[config.mk]
export PLATFORM = sky130hd
export DESIGN_NAME = mmu_arbiter
export DESIGN_NICKNAME = d
export VERILOG_FILES = /design/src/rtl/mmu_arbiter.sv
export SDC_FILE = /design/constraint.sdc
export NUM_CORES = 1
export LEC_CHECK = 0
export ABC_AREA = 1
export CORE_AREA = 3 3 535 537
export CTS_CLUSTER_DIAMETER = 40
export CTS_CLUSTER_SIZE = 12
export DETAILED_ROUTE_END_ITERATION = 10
export DIE_AREA = 0 0 538 540
export PLACE_DENSITY = 0.3
export SLEW_MARGIN = 20
export SYNTH_ARGS = -nofsm -noshare
export SYNTH_HDL_FRONTEND = slang
export SYNTH_SLANG_ARGS = --single-unit
[constraint.sdc]
create_clock -name sys_clk -period 4.4 [get_ports sys_clk]
set_input_delay 0.88 -clock sys_clk [delete_from_list [all_inputs] [get_ports sys_clk]]
set_output_delay 0.88 -clock sys_clk [all_outputs]
set_load 0.03 [all_outputs]
[src/rtl/mmu_arbiter.sv]
// Shares one l1mmu line port between icache fills and dcache fills/write-backs.
// Each request is latched at grant and replayed to the l1mmu until mmu_done.
module mmu_arbiter #(
  parameter int unsigned ARB_MODE = 0,
  parameter int unsigned LINE_W   = 256
) (
  input  logic              sys_clk,
  input  logic              rst_n,
  input  logic              ic_read,
  input  logic [31:0]       ic_addr,
  output logic              ic_done,
  output logic [LINE_W-1:0] ic_read_data,
  input  logic              dc_read,
  input  logic              dc_write,
  input  logic [31:0]       dc_addr,
  input  logic [LINE_W-1:0] dc_write_data,
  output logic              dc_done,
  output logic [LINE_W-1:0] dc_read_data,
  output logic              mmu_read,
  output logic              mmu_write,
  output logic [31:0]       mmu_addr,
  output logic [LINE_W-1:0] mmu_write_data,
  input  logic              mmu_done,
  input  logic [LINE_W-1:0] mmu_read_data,
  output logic              busy
);

  typedef enum logic [2:0] {StIdle, StGrantI, StGrantD, StRespI, StRespD} state_e;

  state_e            state_q, state_d;
  logic              last_d_q;
  logic [31:0]       addr_q;
  logic [LINE_W-1:0] wdata_q;
  logic [LINE_W-1:0] rdata_q;
  logic              rd_q, wr_q;
  logic              dc_req, grant_i, grant_d, capture;

  assign dc_req = dc_read | dc_write;

  always_comb begin
    state_d = state_q;
    grant_i = 1'b0;
    grant_d = 1'b0;
    capture = 1'b0;
    unique case (state_q)
      StIdle: begin
        if (ic_read && dc_req) begin
          // Fixed mode always favours icache; round-robin favours the side not served last.
          if (ARB_MODE == 1 || last_d_q) grant_i = 1'b1;
          else                           grant_d = 1'b1;
        end else begin
          grant_i = ic_read;
          grant_d = dc_req;
        end
        if (grant_i)      state_d = StGrantI;
        else if (grant_d) state_d = StGrantD;
      end
      StGrantI: begin
        if (mmu_done) begin
          capture = 1'b1;
          state_d = StRespI;
        end
      end
      StGrantD: begin
        if (mmu_done) begin
          capture = 1'b1;
          state_d = StRespD;
        end
      end
      StRespI, StRespD: state_d = StIdle;
      default:          state_d = StIdle;
    endcase
  end

  always_ff @(posedge sys_clk or negedge rst_n) begin
    if (!rst_n) begin
      state_q  <= StIdle;
      last_d_q <= 1'b1;
      addr_q   <= '0;
      wdata_q  <= '0;
      rdata_q  <= '0;
      rd_q     <= 1'b0;
      wr_q     <= 1'b0;
    end else begin
      state_q <= state_d;
      if (grant_i) begin
        last_d_q <= 1'b0;
        addr_q   <= {ic_addr[31:5], 5'b0};
        wdata_q  <= '0;
        rd_q     <= 1'b1;
        wr_q     <= 1'b0;
      end else if (grant_d) begin
        // A simultaneous read and write request is serviced as a write-back.
        last_d_q <= 1'b1;
        addr_q   <= {dc_addr[31:5], 5'b0};
        wdata_q  <= dc_write_data;
        rd_q     <= ~dc_write;
        wr_q     <= dc_write;
      end
      if (capture) begin
        rdata_q <= mmu_read_data;
        rd_q    <= 1'b0;
        wr_q    <= 1'b0;
      end
    end
  end

  assign mmu_read       = rd_q;
  assign mmu_write      = wr_q;
  assign mmu_addr       = addr_q;
  assign mmu_write_data = wdata_q;
  assign ic_read_data   = rdata_q;
  assign dc_read_data   = rdata_q;
  assign ic_done        = (state_q == StRespI);
  assign dc_done        = (state_q == StRespD);
  assign busy           = (state_q != StIdle);

endmodule

Where the registers sit:
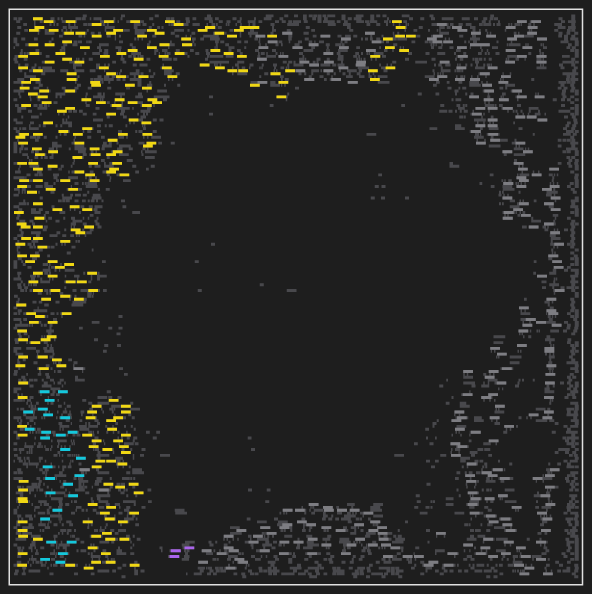
Cyan shows `mmu_addr`, sequential cells 27, where lower left. Purple shows `state_q`, sequential cells 3. Yellow shows `mmu_write_data`, sequential cells 256.
share of the final layout cell area in sequential cells: 29.5%
Final Core Density: 16.4%

The metal 1 layer:
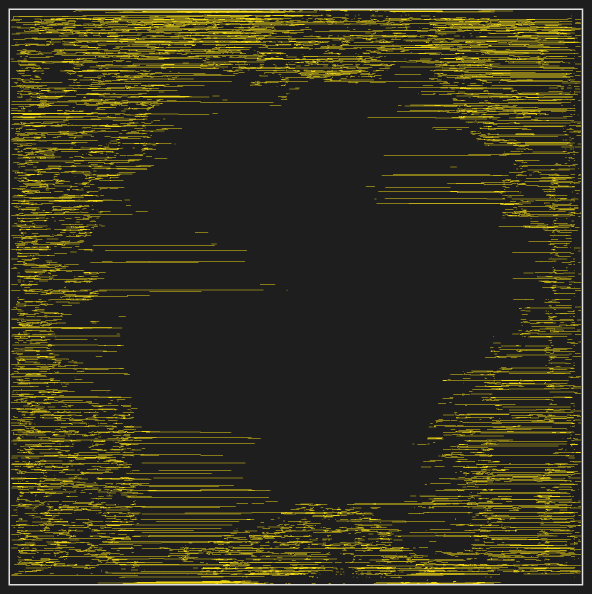
The layer holds 41% of the routed length. The wires run mostly horizontal. The layer carries 72.8 mm of wire. The longest straight run is 156 um. 3977 nets have wire on it.
M1 GR Usage: 14.0%
overall routed net length: 179000 um
routed vias: 24300

Clock distribution:
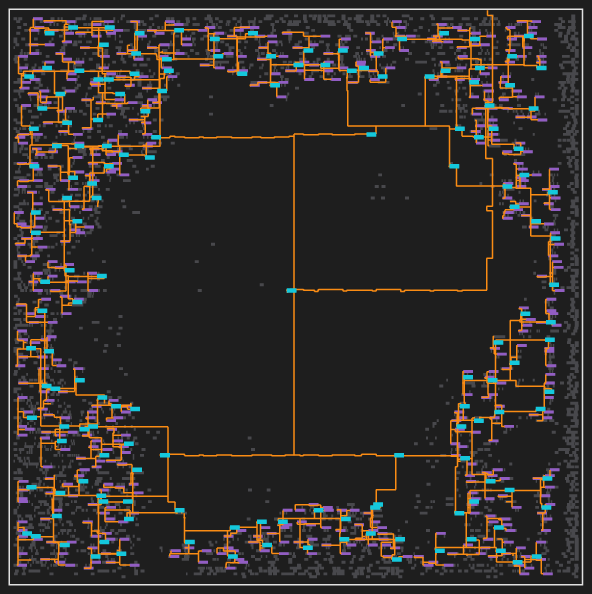
Cyan shows cells driving clock nets, count 158. Orange shows clock wires, length 13400 um. Purple shows flip-flops, count 545.
There are 159 routed clock nets. Position of the flops: spread over the die.
final worst clock skew: 0.0549 ns
clock share of power: 29.4%

I/O nets highlighted:
Scale bar: 200 um.
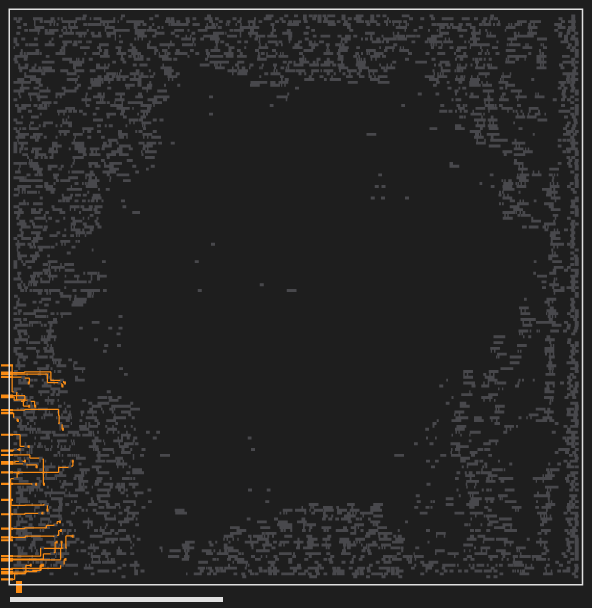
Orange shows `ic_addr`, bits 32, direction input, edge 27 left, 5 bottom, end cells 27, wire 1090 um.
tally of buffers added on design ports: 1371
number of top-level design ports: 1387

worst register-to-register path: stages (launching register included):
cell	delay, ns
dfrtp_1	0.41
inv_2	0.09
nand3_2	0.21
nor2_4	0.29
buf_12	0.34
buf_12	0.60
nand3_1	0.34
nand2_1	0.11
logic make-up (layout without fill, tap and decap cells):
| logic type | after synthesis | count (layout) |
|---|---|---|
| AND-OR/OR-AND | 1 | 1 |
| other | 1 | 10 |
| buffers and inverters | 535 | 1811 |
| AND/OR/NAND/NOR | 1727 | 1727 |
| flip-flops | 545 | 545 |
layer usage:
layer / vias up / routed length, um
li1: 11000 / -
met1: 11800 / 72800
met2: 1208 / 83800
met3: 336 / 17400
met4: 38 / 4590
met5: - / 226
final cells by class:
type	count	area, sq um
repair buffers	1435	14300
diodes	5	12.5
clock buffers	205	4450
inverters	90	350
flip-flops and latches	545	13600
fillers	31800	236000
multi-input cells	1733	7250
well taps	3743	4680
clock inverters	81	1500
through the flow:
| stage | util [%] | hold WS, ns | setup WS [ns] | cells | power (W) |
|---|---|---|---|---|---|
| finish | 16.4 | 0.174 | 1.29 | 7837 | 0.0440 |
| global placement | 14.3 | 0.462 | 1.11 | 7546 | 0.0316 |
| floorplan | - | 0.473 | 2.41 | 2813 | 0.0214 |
| global route | 16.4 | 0.137 | 1.09 | 7834 | 0.0465 |
| detailed placement | 14.3 | 0.465 | 1.08 | 7546 | 0.0316 |
| CTS | 16.4 | 0.119 | 1.16 | 7832 | 0.0450 |
where the power goes:
part	internal [W]	switching, W	leakage [nW]
combinational	0.00751	0.0138	10.9
sequential	0.00734	0.00238	6.85
clock	0.00922	0.00375	2.89
total	0.0241	0.0200	20.7
sequential cells by signal, indices dropped and copies added (netlist names):
register / cells
mmu_write: 1
dc_read_data: 256
mmu_addr: 27
state_q: 3
mmu_read: 1
last_d_q: 1
mmu_write_data: 256
synth_stat cells:
cell type | n | area share, %
nor2_4 | 1 | 0.047
buf_4 | 265 | 8.3
nor3_1 | 2 | 0.042
nand3_1 | 546 | 11
inv_1 | 86 | 1.3
clkinv_1 | 1 | 0.016
nand3_2 | 1 | 0.042
clkbuf_1 | 72 | 1.1
dfrtp_1 | 544 | 57
conb_1 | 1 | 0.016
buf_6 | 1 | 0.047
nand2_1 | 1172 | 18
inv_2 | 2 | 0.031
o21ai_0 | 1 | 0.021
nand2_2 | 3 | 0.078
nor2_1 | 2 | 0.031
buf_1 | 16 | 0.25
buf_2 | 91 | 1.9
dfstp_2 | 1 | 0.11
inv_4 | 1 | 0.026
worst max path at each step:
| stage | slack (ns) | start | end | cells after the start |
|---|---|---|---|---|
| 2_1_floorplan | 2.41 | state_q[2]$_DFFE_PN0P_ | dc_done | 2 |
| 3_3_place_gp | 1.11 | dc_write | mmu_write_data[100]$_DFFE_PN0P_ | 8 |
| 3_5_place_dp | 1.08 | dc_write | mmu_write_data[100]$_DFFE_PN0P_ | 8 |
| 4_1_cts | 1.16 | state_q[2]$_DFFE_PN0P_ | dc_done | 3 |
| 5_1_grt | 1.09 | state_q[2]$_DFFE_PN0P_ | dc_done | 3 |
| 6_report | 1.29 | state_q[2]$_DFFE_PN0P_ | dc_done | 3 |
==> reports/notes.md <==
## Logic synthesis
* sequential area share after synthesis: 56.9%
* average instance area after synthesis: 8.53 sq um
* mux frac, synth: 0%
* YS warnings: 0
* post-synthesis xor/xnor area fraction: 0%
* count of instantiated cells in the yosys netlist: 2809
* area fraction in full adders, half adders and majority gates: 0%
* synthesized cell area: 0.0240 sq mm
* yosys stat area: 0.0240 sq mm
* Registers, synthesis: 545
* area fraction in and, or, nand and nor cells: 30.0%
* aoi/oai-family share of the synthesized area: 0.0209%
* number of instances in the synthesized netlist: 2809
* count of distinct cell types in the synthesized netlist: 20
* top logic cell family in the synthesized netlist: simple AND/OR/NAND/NOR gates

## Die
* row count: 195
* Chip Area: 0.291 sq mm
* vertical extent of the die: 540 um
* Die Span X: 538 um
* Core Box Area: 0.282 sq mm
* initial standard-cell utilization of the core: 8.50%

## Routing
* number of design-rule violations left by the first detailed-router iteration: 1113
* average wire per cell in the routed design: 22.8 um
* first-pass detailed-route iteration total: 7
* Vias/cell: 3.10
* DR DRC count: 0
* residual antenna-violating net count after detailed routing: 0

## Final timing
* worst relative slew slack: 42.1%
* accumulated negative setup slack: 0 ns
* transition time of the tightest slew-check pin: 0.869 ns
* final critical delay including setup and external delays: 3.11 ns
* number of setup violations in the final report: 0
* share of the cycle needed by the critical path after routing: 70.7%
* max-slew violation count: 0
* f_max: 0.322 GHz
* Hold Vio Cnt, Final: 0
* setup repair after global routing missed its margin: no

## GRT
* maximum number of pins on one net before global-route repair: 108
* vias in the first global route: 25600
* first-pass GRT wire length: 238000 um
* met3 track demand over resource in global routing: 4.74%
* total global-route track usage: 11.8%
* overall overflow remaining after global route: 0
* most used routing layer: met2
* met2 track utilization from global routing: 19.8%
* initial antenna violation count: 83

## Clock network
* master cell of the clock root buffer: clkbuf_16
* postcts setup bufs: 0
* buffers from clock root to sink, at most: 4
* level count of the clock H-tree: 4
* clock latency on the worst-skew pair: 0.82 ns
* number of buffers added by the clock tree synthesis step: 158
* Num Clock Sinks: 545
* post-CTS resize count: 0
* clock input transition at the sequential cells of the worst setup and hold paths: 0.04 ns
* TritonCTS clock tree: built
* number of hold buffers added after cts: 0

## Placement
* final estimated routing congestion in global placement: 0.790
* placed inst area: 0.0403 sq mm
* final HPWL from detailed placement: 144000 um

## Critical path
* cell with the largest stage delay on the worst path: clkdlybuf4s50_1
* critical path, cell by cell: clkinv_1 > nor3_1 > clkdlybuf4s50_1
* Setup CP Type: reg2out
* cell family with the largest share of critical-path delay: buffers and inverters
* nature of the critical path endpoint: output pin
* Critical Path Start Type: flip-flop
* setup slack of the most critical reg-to-reg path: 1.94 ns
* worst stage delay on the critical path: 0.78 ns
* Reg2Reg Capture Point: mmu_write_data[150]$_DFFE_PN0P_
* cells on worst reg2reg path: 7
* beginning of the worst register-to-register path: state_q[1]$_DFFE_PN0P_
* largest driver fanout on the critical path: 4
* critical path buffer and inverter count: 2
* critical path required time: 3.52 ns
* CP Data Arrival Time: 2.23 ns

## Layout
* layout overhead on the synthesized area: 92.9%
* layout cell share with drive strength beyond 1: 8.44%
* highest-count cells in the layout ignoring fill and taps: clkdlybuf4s50_1 (1369), nand2_1 (1172), nand3_1 (546), dfrtp_1 (544), clkbuf_16 (159)
* post-route cell area: 0.0462 sq mm
* most instantiated logic cell after routing: clkdlybuf4s50_1
* layout net count: 4545

## Power
* Worst VDD drop: 369 uV
* leakage power total: 20.7 nW
* Power Density: 953 mW/mm^2

## Job
* stage-log warning count: 39
* Max Cap Viol: 0

## Worst hold path
* min-delay worst type: in2async

## Status
* result of the run: complete, no violations

Power and IR drop assume default switching activity.
